## config.mk

```make
export PLATFORM = sky130hd
export DESIGN_NAME = instr_fetch_unit
export DESIGN_NICKNAME = d
export VERILOG_FILES = /design/src/rtl/instr_fetch_unit.sv
export SDC_FILE = /design/constraint.sdc
export NUM_CORES = 1
export LEC_CHECK = 0
export ABC_AREA = 1
export CORE_UTILIZATION = 50
export DETAILED_ROUTE_END_ITERATION = 10
export GPL_TIMING_DRIVEN = 1
export PLACE_DENSITY = 0.76
export REMOVE_ABC_BUFFERS = 1
export SYNTH_ARGS = -nofsm -noshare
export SYNTH_HDL_FRONTEND = slang
export SYNTH_SLANG_ARGS = --single-unit
```

## constraint.sdc

```tcl
create_clock -name clk -period 2.8 [get_ports clk]
set_input_delay 0.28 -clock clk [delete_from_list [all_inputs] [get_ports clk]]
set_output_delay 0.28 -clock clk [all_outputs]
set_load 0.05 [all_outputs]
```

## src/rtl/instr_fetch_unit.sv

```systemverilog
// Fetch stage: PC + 1-cycle sync imem reads into a prefetch FIFO, delivered with their PC over valid/ready.
// Latency: first word visible two cycles after start/redirect; sustains one word per cycle.
// Backpressure: reads stop once FIFO occupancy plus the in-flight read reach FIFO_DEPTH. FETCH_PERF_CNT_EN adds perf counters.
module instr_fetch_unit #(
    parameter int          ADDR_W     = 8,
    parameter int          FIFO_DEPTH = 4,
    parameter logic [31:0] HALT_WORD  = 32'hFFFF_FFFF
) (
    input  logic              clk,
    input  logic              rst_n,
    input  logic              start,
    input  logic [ADDR_W-1:0] start_addr,
    input  logic              redirect_valid,
    input  logic [ADDR_W-1:0] redirect_addr,
    output logic              imem_rd_en,
    output logic [ADDR_W-1:0] imem_rd_addr,
    input  logic [31:0]       imem_rd_data,
    output logic              instr_valid,
    input  logic              instr_ready,
    output logic [31:0]       instr,
    output logic [ADDR_W-1:0] instr_pc,
    output logic              halted
`ifdef FETCH_PERF_CNT_EN
    ,
    output logic [31:0]       perf_fetch_cnt,
    output logic [31:0]       perf_stall_cnt
`endif
);

    localparam int PW = $clog2(FIFO_DEPTH);
    localparam int CW = PW + 1;

    localparam logic [1:0] ST_IDLE = 2'd0;
    localparam logic [1:0] ST_RUN  = 2'd1;
    localparam logic [1:0] ST_HALT = 2'd2;

    logic [1:0]        r_state;
    logic [ADDR_W-1:0] r_pc;
    logic              r_inflight;
    logic [ADDR_W-1:0] r_inflight_pc;

    logic [31:0]       r_fifo_dat [FIFO_DEPTH];
    logic [ADDR_W-1:0] r_fifo_pc  [FIFO_DEPTH];
    logic [PW-1:0]     r_wr_ptr;
    logic [PW-1:0]     r_rd_ptr;
    logic [CW-1:0]     r_count;

    logic w_issue;
    logic w_ret_halt;
    logic w_enq;
    logic w_deq;

    // The in-flight read reserves a slot, so a returning word always has room.
    assign w_issue    = (r_state == ST_RUN) && !redirect_valid &&
                        ((r_count + CW'(r_inflight)) < CW'(FIFO_DEPTH));
    assign w_ret_halt = r_inflight && (imem_rd_data == HALT_WORD);
    assign w_enq      = r_inflight && !w_ret_halt && !redirect_valid && (r_state != ST_HALT);
    assign w_deq      = instr_valid && instr_ready;

    assign imem_rd_en   = w_issue;
    assign imem_rd_addr = r_pc;
    assign instr_valid  = (r_count != '0);
    assign instr        = instr_valid ? r_fifo_dat[r_rd_ptr] : '0;
    assign instr_pc     = instr_valid ? r_fifo_pc[r_rd_ptr]  : '0;
    assign halted       = (r_state == ST_HALT);

    always_ff @(posedge clk or negedge rst_n) begin
        if (!rst_n) begin
            r_state       <= ST_IDLE;
            r_pc          <= '0;
            r_inflight    <= 1'b0;
            r_inflight_pc <= '0;
        end else if (redirect_valid) begin
            r_state    <= ST_RUN;
            r_pc       <= redirect_addr;
            r_inflight <= 1'b0;
        end else begin
            case (r_state)
                ST_IDLE: begin
                    if (start) begin
                        r_state <= ST_RUN;
                        r_pc    <= start_addr;
                    end
                end
                ST_RUN: begin
                    if (w_ret_halt) begin
                        r_state <= ST_HALT;
                    end
                end
                default: ;
            endcase
            if (w_issue) begin
                r_pc          <= r_pc + ADDR_W'(1);
                r_inflight_pc <= r_pc;
            end
            // A read issued alongside a returning halt word is abandoned.
            r_inflight <= w_issue && !w_ret_halt;
        end
    end

    always_ff @(posedge clk or negedge rst_n) begin
        if (!rst_n) begin
            r_wr_ptr <= '0;
            r_rd_ptr <= '0;
            r_count  <= '0;
        end else if (redirect_valid) begin
            r_wr_ptr <= '0;
            r_rd_ptr <= '0;
            r_count  <= '0;
        end else begin
            if (w_enq) begin
                r_wr_ptr <= r_wr_ptr + PW'(1);
            end
            if (w_deq) begin
                r_rd_ptr <= r_rd_ptr + PW'(1);
            end
            case ({w_enq, w_deq})
                2'b10:   r_count <= r_count + CW'(1);
                2'b01:   r_count <= r_count - CW'(1);
                default: r_count <= r_count;
            endcase
        end
    end

    // Storage needs no reset: contents are masked by the occupancy count.
    always_ff @(posedge clk) begin
        if (w_enq) begin
            r_fifo_dat[r_wr_ptr] <= imem_rd_data;
            r_fifo_pc[r_wr_ptr]  <= r_inflight_pc;
        end
    end

`ifdef FETCH_PERF_CNT_EN
    logic [31:0] r_perf_fetch_cnt;
    logic [31:0] r_perf_stall_cnt;

    always_ff @(posedge clk or negedge rst_n) begin
        if (!rst_n) begin
            r_perf_fetch_cnt <= '0;
            r_perf_stall_cnt <= '0;
        end else begin
            if (w_deq && (r_perf_fetch_cnt != 32'hFFFF_FFFF)) begin
                r_perf_fetch_cnt <= r_perf_fetch_cnt + 32'd1;
            end
            if (instr_valid && !instr_ready && (r_perf_stall_cnt != 32'hFFFF_FFFF)) begin
                r_perf_stall_cnt <= r_perf_stall_cnt + 32'd1;
            end
        end
    end

    assign perf_fetch_cnt = r_perf_fetch_cnt;
    assign perf_stall_cnt = r_perf_stall_cnt;
`endif

endmodule

```

Fig. 1: run 1, drive-strength map
Scale: 4 px per µm.
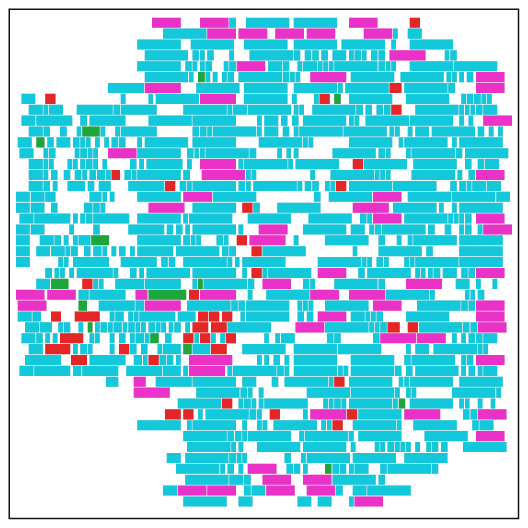
[_6 and larger] magenta | cells: 66
[_2 cells] green | cells: 14
[_3 and _4 cells] red | cells: 40
[_0 and _1 cells] cyan | cells: 706

Fig. 2: run 1, met3 routing
Scale: 2 px per µm.
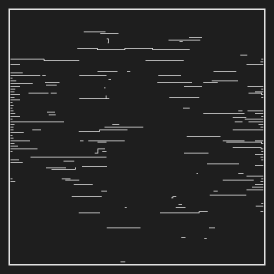
main direction: horizontal
longest straight run: 37.7 µm
wire length on this layer: 1020 µm
share of all routed wire: 5.9%

==> reports/results.ini, run 1 <==
[setup_path]
end_kind = primary output
crit_type = reg -> out
r2r-end = r_fifo_pc[3][2]$_DFFE_PP_
start_kind = flop
ff2ff_path_depth = 7
worstPathArrival_ns = 2.29

[floorplan]
die_h_um = 127
io_pins = 104
fp_util_pct = 51.3
fp.dieW_um = 127
dieArea_um2 = 16100

[place]
numPortBuffers = 103
gp_congestion = 0.827

[clocking]
ctsRootBufferMaster = clkbuf_16
cts_resized = 0
cts_hold_buf = 0
clk_latency_ns = 0.44
cts.sinks = 186
cts_buffer_depth = 2
clk_pin_slew_ns = 0.06

[grt]
antenna_found_initial = 0
use_met2_pct = 37.5
grt_pass1_wl_um = 27400
grt_pass1_vias = 5451

[final_timing]
timing.fmax_mhz = 389
worst_pin_slew_ns = 1.03
slew_headroom_pct = 31.1
finalCritPeriodShare_pct = 91.7
fin_skew_ns = 0.0139

[synthesis]
xor_share_pct = 0.449
syn_area_um2 = 7800
mux_share_pct = 0
ys_sh_simple_pct = 14.6
synth_seq_share_pct = 69.9
top_logic_kind = simple AND/OR/NAND/NOR gates
yosys_warnings = 0

[finish]
layout-drive-gt1-share_pct = 14.5
diodes = 0
fin_area_um2 = 10200

[power]
pg_seq_mw = 3.65
pg_clk_mw = 2.31
p_leak_nw = 3.75
pwr-share-clk_pct = 21.3
powerComb_mw = 4.91

[run_status]
outcome = finished clean

[flow_run]
warnings = 28

[detailed_routing]
via_per_inst = 5.49
wl_per_cell_um = 17.1
routed_wl_um = 17300

Fig. 3: run 1, gate-type map
Scale: 4 px per µm.
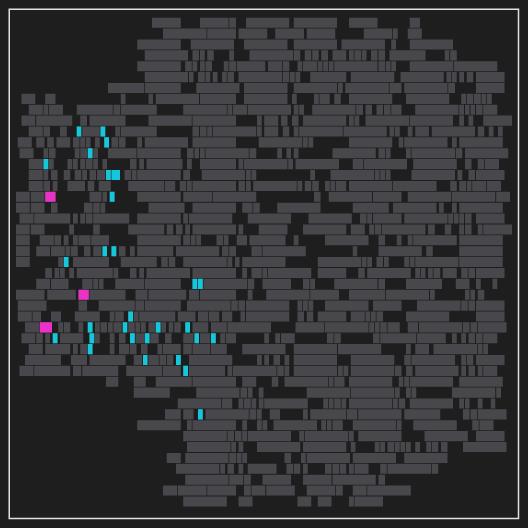
[inv cells] cyan | cells: 29 | most used: inv_1
[non-inverting ao/oa cells] magenta | cells: 3 | most used: o21a_1

==> run 1: metal layers <==
layer / vias up / share of wire [%]
met3: 19 / 5.9
met2: 213 / 50
li1: 2647 / -
met4: 0 / 1.2
met1: 2690 / 43
met5: - / 0
==> run 1: synthesized netlist by cell type (all sizes together) <==
cell type,number,area share [%]
xor2,2,0.22
a211o,1,0.11
xnor2,2,0.22
clkinv,1,0.048
clkbuf,24,1.2
nor2,192,9.3
and2,1,0.080
buf,11,0.82
a21oi,48,3.1
nand4,7,0.56
or2,1,0.080
dfrtp,26,8.3
fa,1,0.26
o22ai,5,0.64
nor3,1,0.21
nand3,16,1.3
nand2,61,3.0
o21ai,102,6.5
ha,5,0.80
edfxtp,160,62
o21a,2,0.19
inv,28,1.4
==> run 1: metrics by stage <==
stage	total power, mW	setup slack [ns]	TNS (ns)	cells
after global routing	11.3	0.121	0	1014
final	10.9	0.232	0	1014
after detailed placement	8.61	-0.0603	-0.0603	982
after global placement	8.51	0.0784	0	982
after CTS	10.9	0.219	0	1014
after floorplan	6.20	-0.806	-107.88	662
==> run 1: state kept, by name, indices dropped and copies added (netlist names) <==
register	flops
r_inflight_pc	8
r_inflight	1
imem_rd_addr	8
r_fifo_pc	32
r_count	3
r_rd_ptr	2
r_fifo_dat	128
r_state	2
r_wr_ptr	2
==> run 1: worst max-delay path, cell delays in order (launching register included) <==
cell and delay, ns:
dfrtp_2 0.59, inv_2 0.29, buf_4 0.28, o21ai_0 0.13, a21oi_1 0.37, buf_12 0.19
==> run 1: area by class of cell <==
class	count	area [µm²]
flip-flops and latches	186	5460
fillers	1082	5000
multi-input cells	447	2110
repair buffers	132	1710
clock buffers	17	425
well taps	188	235
clock inverters	15	149
inverters	29	111
## Run 2: what changed since run 1
CAP_MARGIN = 20   (was not set)
Fig. 4: run 2, drive-strength map
Scale: 4 px per µm.
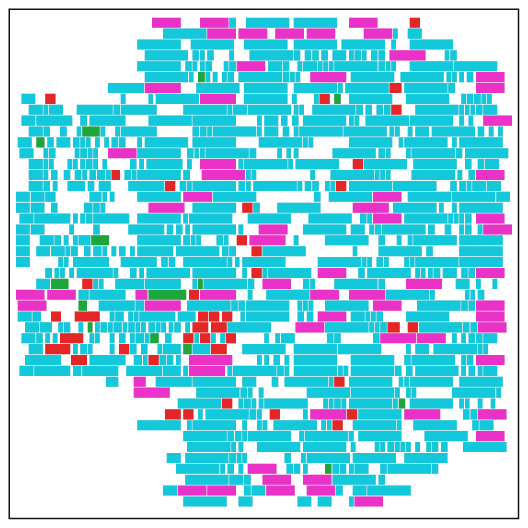
[_6 and larger] magenta | cells: 66
[_3 and _4 cells] red | cells: 40
[_2 cells] green | cells: 14
[_0 and _1 cells] cyan | cells: 706

Fig. 5: run 2, signal wires on met2
Scale: 2 px per µm. Cells faint in the background.
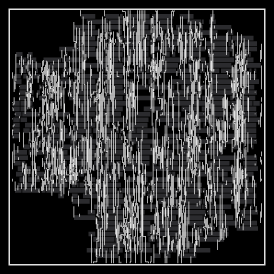
share of all routed wire: 50%
longest straight run: 45.7 µm
main direction: vertical

==> run 2 against run 1 <==
Compared with the run above:
- combinational power is essentially flat
- register-to-register slack is essentially flat
- non-clock buffer count is the same
- worst setup slack is the same
- fmax is the same
- largest power group unchanged
- first-iteration DRC count is the same
- clock skew is the same
- area after synthesis is the same
- critical endpoint unchanged
==> reports/results.ini, run 2 <==
[run_status]
outcome = finished clean

[synthesis]
ys_async_sr_fraction_pct = 14.0
edf_count = 160
synthFlopType = edfxtp_1
syn_area_um2 = 7800
area_leaders = edfxtp_1 62%, nor2_1 9.2%, dfrtp_1 8.3%, o21ai_0 6.1%, a21oi_1 3.1%
yosys_warnings = 0
top_area_cell = edfxtp_1
synth_seq_share_pct = 69.9

[finish]
fin_area_um2 = 10200
final_cells = 1014
top_register = r_fifo_dat
fillers = 1082
largest_register_ffs = 128
layout-drive-gt1-share_pct = 14.5

[setup_path]
end_kind = primary output
r2r-end = r_fifo_pc[3][2]$_DFFE_PP_
start_kind = flop

[floorplan]
fp.dieW_um = 127
fp_util_pct = 51.3
io_pins = 104
dieArea_um2 = 16100

[place]
dp.cells = 982
gp_congestion = 0.827

[power]
power_mw = 10.9
p_leak_nw = 3.75
pwr-share-clk_pct = 21.3

[final_timing]
fin_hold_ws_ns = 0.212
layout_setup_ws_ns = 0.232
finalCritPeriodShare_pct = 91.7
finalSetupTns_ns = 0
worst_pin_slew_ns = 1.03
timing.fmax_mhz = 389
slew_headroom_pct = 31.1

[detailed_routing]
wl_per_cell_um = 17.1
routed_wl_um = 17300
via_per_inst = 5.49

[flow_run]
warnings = 28

[grt]
grt_pass1_vias = 5451
grt_pass1_wl_um = 27400

[clocking]
ctsRootBufferMaster = clkbuf_16
clk_pin_slew_ns = 0.06
cts_hold_buf = 0
cts_buffer_depth = 2
clk_latency_ns = 0.44
cts_resized = 0
cts.sinks = 186

==> run 2: cell counts after synthesis <==
No cell type changed its count.
==> run 2: cells by family (layout without fill, tap and decap cells) <==
| family | after synthesis | count (layout) | share of synthesized area, % |
|---|---|---|---|
| AND-OR/OR-AND | 158 | 158 | 10.6 |
| XOR/XNOR | 4 | 4 | 0.449 |
| adder cells (fa/ha/maj) | 6 | 6 | 1.06 |
| buffers and inverters | 64 | 193 | 3.40 |
| flip-flops | 186 | 186 | 69.9 |
| AND/OR/NAND/NOR | 279 | 279 | 14.6 |
==> run 2: cell type report <==
class / instances / area (µm²) / area share [%]
repair buffers: 132 / 1710 / 16.8
multi-input cells: 447 / 2110 / 20.7
inverters: 29 / 111 / 1.09
flip-flops and latches: 186 / 5460 / 53.5
clock inverters: 15 / 149 / 1.46
clock buffers: 17 / 425 / 4.17
well taps: 188 / 235 / 2.31
==> run 2: critical path: stages (launching register included) <==
cell and delay, ns:
dfrtp_2 0.59, inv_2 0.29, buf_4 0.28, o21ai_0 0.13
a21oi_1 0.37, buf_12 0.19
==> run 2: power groups by stage <==
stage	registers, mW	clock network, mW	logic [mW]
after floorplan	3.82	0	2.38
after global placement	3.67	0	4.84
after detailed placement	3.70	0	4.91
after CTS	3.65	2.33	4.94
after global routing	3.69	2.46	5.17
final	3.65	2.31	4.91
==> run 2: per-layer routing <==
| metal | global-route usage (%) | wire length [µm] |
|---|---|---|
| met1 | 29.3 | 7460 |
| met2 | 37.5 | 8620 |
| met3 | 4.89 | 1020 |
| met4 | 7.84 | 210 |
| met5 | 0 | 0 |
## Run 3: what changed since run 2
CELL_PAD_IN_SITES_DETAIL_PLACEMENT = 1   (was not set)
CELL_PAD_IN_SITES_GLOBAL_PLACEMENT = 1   (was not set)
CORE_MARGIN = 2   (was not set)
CORE_UTILIZATION = 39   (was 50)
PLACE_DENSITY = 0.75   (was 0.76)
Fig. 6: run 3, signal wires on met2
Scale: 2 px per µm. Cells faint in the background.
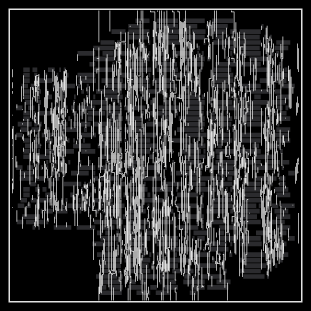
longest straight run: 58.8 µm
wire length on this layer: 10700 µm

Fig. 7: run 3, gate-type map
Scale: 3 px per µm.
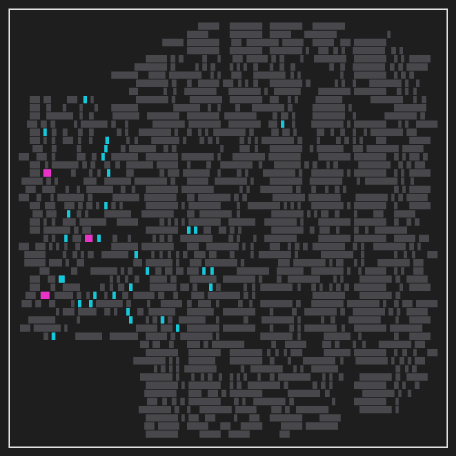
[non-inverting ao/oa cells] magenta | cells: 3 | most used: o21a_1
[inv cells] cyan | cells: 29 | most used: inv_1

==> run 3 against run 2 <==
Compared with the run above:
- total power grew 1.3%
- core utilization shrank 15 points
- die area grew 31%
- non-clock buffer count shrank 9
- clock skew shrank 0.0049 ns
- fmax grew 2.4%
- sequential cell count is the same
==> reports/results.ini, run 3 <==
[final_timing]
finalCritPeriodShare_pct = 89.6
finalSetupTns_ns = 0
slew_headroom_pct = 65.2
fin_skew_ns = 0.00902
layout_setup_ws_ns = 0.291
worst_pin_slew_ns = 0.520

[synthesis]
synth_top_area_share_pct = 61.6
edf_count = 160
area_leaders = edfxtp_1 62%, nor2_1 9.2%, dfrtp_1 8.3%, o21ai_0 6.1%, a21oi_1 3.1%
ys_async_sr_fraction_pct = 14.0
netlist_top_cells_count = 191 x nor2_1, 160 x edfxtp_1, 95 x o21ai_0
most_common_cell = nor2_1
syn_area_um2 = 7800
yosys_warnings = 0

[run_status]
outcome = finished clean

[finish]
fillers = 2069
reg_top3 = r_fifo_dat x128, r_fifo_pc x32
largest_register_ffs = 128
diodes = 0
comb_area_um2 = 2110

[clocking]
cts_hold_buf = 0
cts_buffer_depth = 2
clk_pin_slew_ns = 0.07
ctsRootBufferMaster = clkbuf_16

[floorplan]
dieArea_um2 = 21200
die_h_um = 145
io_pins = 104
fp.dieW_um = 145
fp_util_pct = 40.0

[power]
p_leak_nw = 3.71
power_mw = 11.0

[place]
numPortBuffers = 103
pre_cts_ws_ns = 0.118
gp_congestion = 0.836

[setup_path]
end_kind = primary output
ff2ff_path_depth = 12
r2r-end = r_count[2]$_DFFE_PN0P_

[grt]
grt_pass1_vias = 6176
antenna_found_initial = 0

[detailed_routing]
routed_wl_um = 20600
wl_per_cell_um = 19.1

==> run 3: cell counts after synthesis <==
No cell type changed its count.
==> run 3: final cells by class <==
type | count | area share [%]
clock inverter | 15 | 1.49
timing repair buffer | 123 | 16.1
tap | 265 | 3.24
clock buffer | 17 | 4.15
inverter | 29 | 1.09
multi-input combinational | 447 | 20.6
sequential | 186 | 53.3
==> run 3: per-stage QoR <==
| stage | instances | hold WS [ns] |
|---|---|---|
| 2_1_floorplan | 662 | -0.0156 |
| 3_3_place_gp | 1050 | 0.500 |
| 3_5_place_dp | 1050 | 0.517 |
| 4_1_cts | 1082 | 0.224 |
| 5_1_grt | 1082 | 0.242 |
| 6_report | 1082 | 0.216 |
==> run 3: report_power, final <==
group          switching (mW)  internal [mW]  total [mW]
Combinational            3.10           1.96        5.06
Clock                    1.13           1.19        2.32
Sequential              0.229           3.41        3.63
==> run 3: worst max-delay path: stages (launching register included) <==
cell	delay, ns
dfrtp_2	0.56
clkinv_1	0.14
buf_4	0.22
nor2_1	0.17
o21ai_0	0.15
a21oi_1	0.36
buf_12	0.19
==> run 3: routing by layer <==
metal | wire length, µm | vias up | track usage [%]
met5 | 0 | - | 0
met4 | 293 | 0 | 6.13
met3 | 1000 | 25 | 5.11
met2 | 10700 | 142 | 34.7
met1 | 8670 | 2774 | 24.2
li1 | - | 2623 | -
==> run 3: logic make-up after synthesis <==
group	count (synthesis)	share of synthesized area [%]
fa+ha+maj	6	1.06
buf+inv	64	3.40
simple gates	279	14.6
compound gates	158	10.6
flops	186	69.9
xor+xnor	4	0.449
Power is estimated from default activity; no workload was simulated.
